`src/rtl/matmul_tile_sequencer.sv`:
```
// Tiles a large matrix product into a sequence of TxT systolic-core invocations,
// walking m, n, k (k innermost) and handing the core per-tile base addresses.
module matmul_tile_sequencer #(
    parameter int AWIDTH     = 11,
    parameter int STEP_WIDTH = 8,
    parameter int TCW        = 4
) (
    input  logic                  clk,
    input  logic                  resetn,
    input  logic                  start_reg,
    input  logic                  clear_done_reg,
    input  logic [TCW-1:0]        num_tiles_m,
    input  logic [TCW-1:0]        num_tiles_n,
    input  logic [TCW-1:0]        num_tiles_k,
    input  logic [AWIDTH-1:0]     base_a,
    input  logic [AWIDTH-1:0]     base_b,
    input  logic [AWIDTH-1:0]     base_c,
    input  logic [STEP_WIDTH-1:0] step_a_m,
    input  logic [STEP_WIDTH-1:0] step_a_k,
    input  logic [STEP_WIDTH-1:0] step_b_k,
    input  logic [STEP_WIDTH-1:0] step_b_n,
    input  logic [STEP_WIDTH-1:0] step_c_m,
    input  logic [STEP_WIDTH-1:0] step_c_n,
    input  logic                  core_done,
    output logic                  core_start,
    output logic                  core_pe_resetn,
    output logic                  core_last_k,
    output logic [AWIDTH-1:0]     core_addr_a,
    output logic [AWIDTH-1:0]     core_addr_b,
    output logic [AWIDTH-1:0]     core_addr_c,
    output logic                  busy,
    output logic                  done,
    output logic [3*TCW-1:0]      tiles_issued
);

    typedef enum logic [2:0] {
        ST_IDLE,
        ST_LOAD,
        ST_START,
        ST_WAIT,
        ST_GAP,
        ST_DONE
    } state_t;

    localparam logic [TCW-1:0]   ONE_T = 1;
    localparam logic [3*TCW-1:0] ONE_I = 1;

    state_t            state;
    logic [TCW-1:0]    num_m, num_n, num_k;
    logic [TCW-1:0]    m_idx, n_idx, k_idx;
    logic [AWIDTH-1:0] base_b_l;
    logic [AWIDTH-1:0] s_a_m, s_a_k, s_b_k, s_b_n, s_c_m, s_c_n;
    // Running partial sums: row_a = base_a + m*step_a_m, col_b = base_b + n*step_b_n,
    // row_c = base_c + m*step_c_m. The outputs carry the full per-tile sums.
    logic [AWIDTH-1:0] row_a, col_b, row_c;

    logic              k_last, n_last, m_last;
    logic [TCW-1:0]    k_nx;
    logic              last_k_nx;
    logic [AWIDTH-1:0] row_a_nx, col_b_nx, row_c_nx;

    always_comb begin
        k_last    = (k_idx + ONE_T) == num_k;
        n_last    = (n_idx + ONE_T) == num_n;
        m_last    = (m_idx + ONE_T) == num_m;
        k_nx      = k_last ? '0 : k_idx + ONE_T;
        last_k_nx = (k_nx + ONE_T) == num_k;
        row_a_nx  = row_a + s_a_m;
        col_b_nx  = col_b + s_b_n;
        row_c_nx  = row_c + s_c_m;
    end

    always_ff @(posedge clk) begin
        if (!resetn) begin
            state          <= ST_IDLE;
            core_start     <= 1'b0;
            core_pe_resetn <= 1'b1;
            core_last_k    <= 1'b0;
            core_addr_a    <= '0;
            core_addr_b    <= '0;
            core_addr_c    <= '0;
            busy           <= 1'b0;
            done           <= 1'b0;
            tiles_issued   <= '0;
            m_idx          <= '0;
            n_idx          <= '0;
            k_idx          <= '0;
        end else begin
            case (state)
                ST_IDLE: begin
                    if (start_reg) begin
                        num_m        <= num_tiles_m;
                        num_n        <= num_tiles_n;
                        num_k        <= num_tiles_k;
                        base_b_l     <= base_b;
                        s_a_m        <= AWIDTH'(step_a_m);
                        s_a_k        <= AWIDTH'(step_a_k);
                        s_b_k        <= AWIDTH'(step_b_k);
                        s_b_n        <= AWIDTH'(step_b_n);
                        s_c_m        <= AWIDTH'(step_c_m);
                        s_c_n        <= AWIDTH'(step_c_n);
                        row_a        <= base_a;
                        col_b        <= base_b;
                        row_c        <= base_c;
                        core_addr_a  <= base_a;
                        core_addr_b  <= base_b;
                        core_addr_c  <= base_c;
                        m_idx        <= '0;
                        n_idx        <= '0;
                        k_idx        <= '0;
                        tiles_issued <= '0;
                        if (num_tiles_m == '0 || num_tiles_n == '0 || num_tiles_k == '0) begin
                            state <= ST_DONE;
                            done  <= 1'b1;
                        end else begin
                            state          <= ST_LOAD;
                            busy           <= 1'b1;
                            core_pe_resetn <= 1'b0;
                            core_last_k    <= (num_tiles_k == ONE_T);
                        end
                    end
                end
                ST_LOAD: begin
                    state          <= ST_START;
                    core_pe_resetn <= 1'b1;
                    core_start     <= 1'b1;
                end
                ST_START: begin
                    state <= ST_WAIT;
                end
                ST_WAIT: begin
                    // A done level already present on entry counts as completion.
                    if (core_done) begin
                        state        <= ST_GAP;
                        core_start   <= 1'b0;
                        tiles_issued <= tiles_issued + ONE_I;
                    end
                end
                ST_GAP: begin
                    if (!core_done) begin
                        if (k_last && n_last && m_last) begin
                            state       <= ST_DONE;
                            busy        <= 1'b0;
                            done        <= 1'b1;
                            core_last_k <= 1'b0;
                        end else begin
                            state          <= ST_LOAD;
                            k_idx          <= k_nx;
                            core_pe_resetn <= (k_nx != '0);
                            core_last_k    <= last_k_nx;
                            if (!k_last) begin
                                core_addr_a <= core_addr_a + s_a_k;
                                core_addr_b <= core_addr_b + s_b_k;
                            end else if (!n_last) begin
                                n_idx       <= n_idx + ONE_T;
                                col_b       <= col_b_nx;
                                core_addr_a <= row_a;
                                core_addr_b <= col_b_nx;
                                core_addr_c <= core_addr_c + s_c_n;
                            end else begin
                                n_idx       <= '0;
                                m_idx       <= m_idx + ONE_T;
                                row_a       <= row_a_nx;
                                col_b       <= base_b_l;
                                row_c       <= row_c_nx;
                                core_addr_a <= row_a_nx;
                                core_addr_b <= base_b_l;
                                core_addr_c <= row_c_nx;
                            end
                        end
                    end
                end
                ST_DONE: begin
                    if (clear_done_reg) begin
                        state <= ST_IDLE;
                        done  <= 1'b0;
                    end
                end
                default: state <= ST_IDLE;
            endcase
        end
    end

endmodule

```
`config.mk`:
```
export PLATFORM = sky130hd
export DESIGN_NAME = matmul_tile_sequencer
export DESIGN_NICKNAME = d
export VERILOG_FILES = /design/src/rtl/matmul_tile_sequencer.sv
export SDC_FILE = /design/constraint.sdc
export NUM_CORES = 1
export LEC_CHECK = 0
export ABC_AREA = 1
export CAP_MARGIN = 20
export CORE_ASPECT_RATIO = 0.9
export CORE_MARGIN = 8
export CORE_UTILIZATION = 55
export DETAILED_ROUTE_END_ITERATION = 8
export PLACE_DENSITY = 0.79
export SYNTH_ARGS = -nofsm -noshare
export SYNTH_HDL_FRONTEND = slang
export SYNTH_SLANG_ARGS = --single-unit
```
`constraint.sdc`:
```
create_clock -name clk -period 6 [get_ports clk]
set_input_delay 1.5 -clock clk [delete_from_list [all_inputs] [get_ports clk]]
set_output_delay 1.5 -clock clk [all_outputs]
set_load 0.005 [all_outputs]
```
==> job_summary.md <==
## Synthesis and layout report

| Metric | Value |
|---|---|
| Outcome | `complete, no violations` |
| WP depth | `5` |
| Main logic family | `simple AND/OR/NAND/NOR gates` |
| Reg clk slew, reported paths | `0.07 ns` |
| DR pass1 iterations | `6` |
| GR Util All Layers | `24.0%` |
| Highest routed layer | `met4` |
| Metal1 wirelength | `13400 microns` |
| Dominant cell area share | `29.6%` |
| Layout area overhead | `21.1%` |
| Crit-path leading delay family | `buffers and inverters` |
| Final setup fails | `0` |
| Fin worst setup slack | `2.16 ns` |
| Sequential Power Share | `37.6%` |
| Pwr per Cell Area | `323 nW/um^2` |
| Post-Route WL | `28800 microns` |
| Clock share of power | `26.5%` |
| Met3 Use GR | `5.73%` |
| FF-to-FF setup slack | `2.51 ns` |
| Root buf cell | `clkbuf_16` |
| Met2 usage | `35.8%` |
| Die area | `23900 sq um` |
| Placement Setup Slack | `1.55 ns` |
| Critical path launch point | `resetn` |
| Fin area | `12800 sq um` |
| Hold Crit Depth | `2` |
| Combinational Power Share | `35.8%` |
| First-pass GRT wire length | `46300 microns` |
| CTS H-Tree Depth | `4` |
| Hold WS | `0.492 ns` |
| Starting Density | `55.6%` |
| Share of cells above drive strength 1 | `4.31%` |
| WL met2 | `12300 microns` |
| DP Area | `12200 sq um` |
| Seq share, synth | `41.9%` |
| Largest net degree at the start of global routing | `58` |
| Worst hold path startpoint | `done$_SDFFE_PN0P_` |
| Detail Route Antenna Nets | `0` |
| Busiest layer in global routing | `met2` |
[cells in the final DEF, fill, tap and decap left out, types with 3 or more instances in the layout]
cell and n:
a21boi_0 3, nand2_1 461, xnor2_1 8, edfxtp_1 104, nand2_2 8, clkinv_4 3, ha_1 54, clkinv_2 3
nor3_1 13, inv_1 131, o21ai_1 24, o21bai_1 8, clkbuf_16 17, nor2_4 5, o21ai_0 51, nor2_1 188
a21oi_1 67, clkdlybuf4s50_1 147, buf_4 4, fa_1 6, o211ai_1 4, inv_6 3, nand4_1 21, or2_2 5
inv_2 5, nand3_1 116, xor2_1 20, dfxtp_1 65, and2_1 5
[registers in the layout, summed over array words and instances (netlist names), 8 cells and up]
register	flops
col_b	11
core_addr_c	11
s_b_n	8
row_c	11
s_a_m	8
core_addr_b	11
base_b_l	11
s_a_k	8
s_c_m	8
row_a	11
tiles_issued	12
s_c_n	8
s_b_k	8
core_addr_a	11
[power by group through the flow]
stage / logic, mW / clock network [mW] / registers (mW)
floorplan: 1.01 / 0 / 1.53
global placement: 1.41 / 0 / 1.57
detailed placement: 1.44 / 0 / 1.57
CTS: 1.46 / 1.11 / 1.55
global route: 1.66 / 1.15 / 1.57
finish: 1.48 / 1.09 / 1.55
[area by class of cell]
| cell class | instances | area [sq um] |
|---|---|---|
| multi-input combinational | 1086 | 5410 |
| inverter | 138 | 520 |
| fill | 1629 | 6200 |
| clock inverter | 14 | 146 |
| timing repair buffer | 153 | 1540 |
| sequential | 169 | 4420 |
| clock buffer | 18 | 429 |
| tap | 250 | 313 |
[tightest hold or removal path, delay by kind of cell, from the launching register on]
| kind | cells | cell delay [ns] |
|---|---|---|
| flip-flops | 1 | 0.34 |
| AND/OR/NAND/NOR | 1 | 0.08 |
| AND-OR/OR-AND | 1 | 0.04 |
Figure 1. Supply network.
Pins as bars on the die edge.
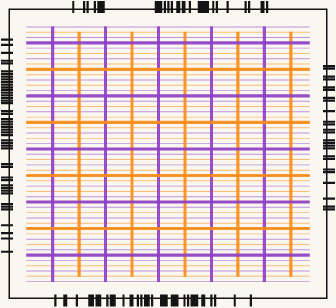
VDD -> orange
VSS -> purple
met1 rails = 49
rows = 48
met4 straps = 10
signal pins = 148
Placeable Area: 19000 sq um
Worst VDD drop: 0.000188 V
Die Y-Extent: 147 microns
die width: 162 microns

Figure 2. Cells coloured by class.
Bar = 50 microns.
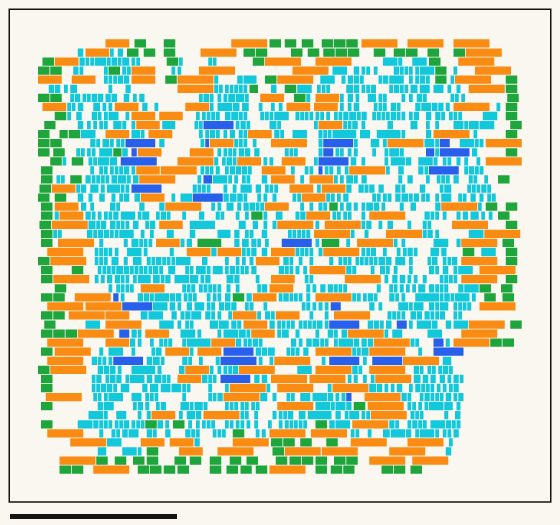
remaining logic cells -> cyan  # cells 1224
clock drivers and dummy loads -> blue  # cells 32
remaining buffers and delay cells -> green  # cells 153
registers -> orange  # cells 169
row cnt: 48
final core occ: 67.3%
sequential cell area share: 34.6%

No activity file was given, so power comes from the tool's default toggle rates.
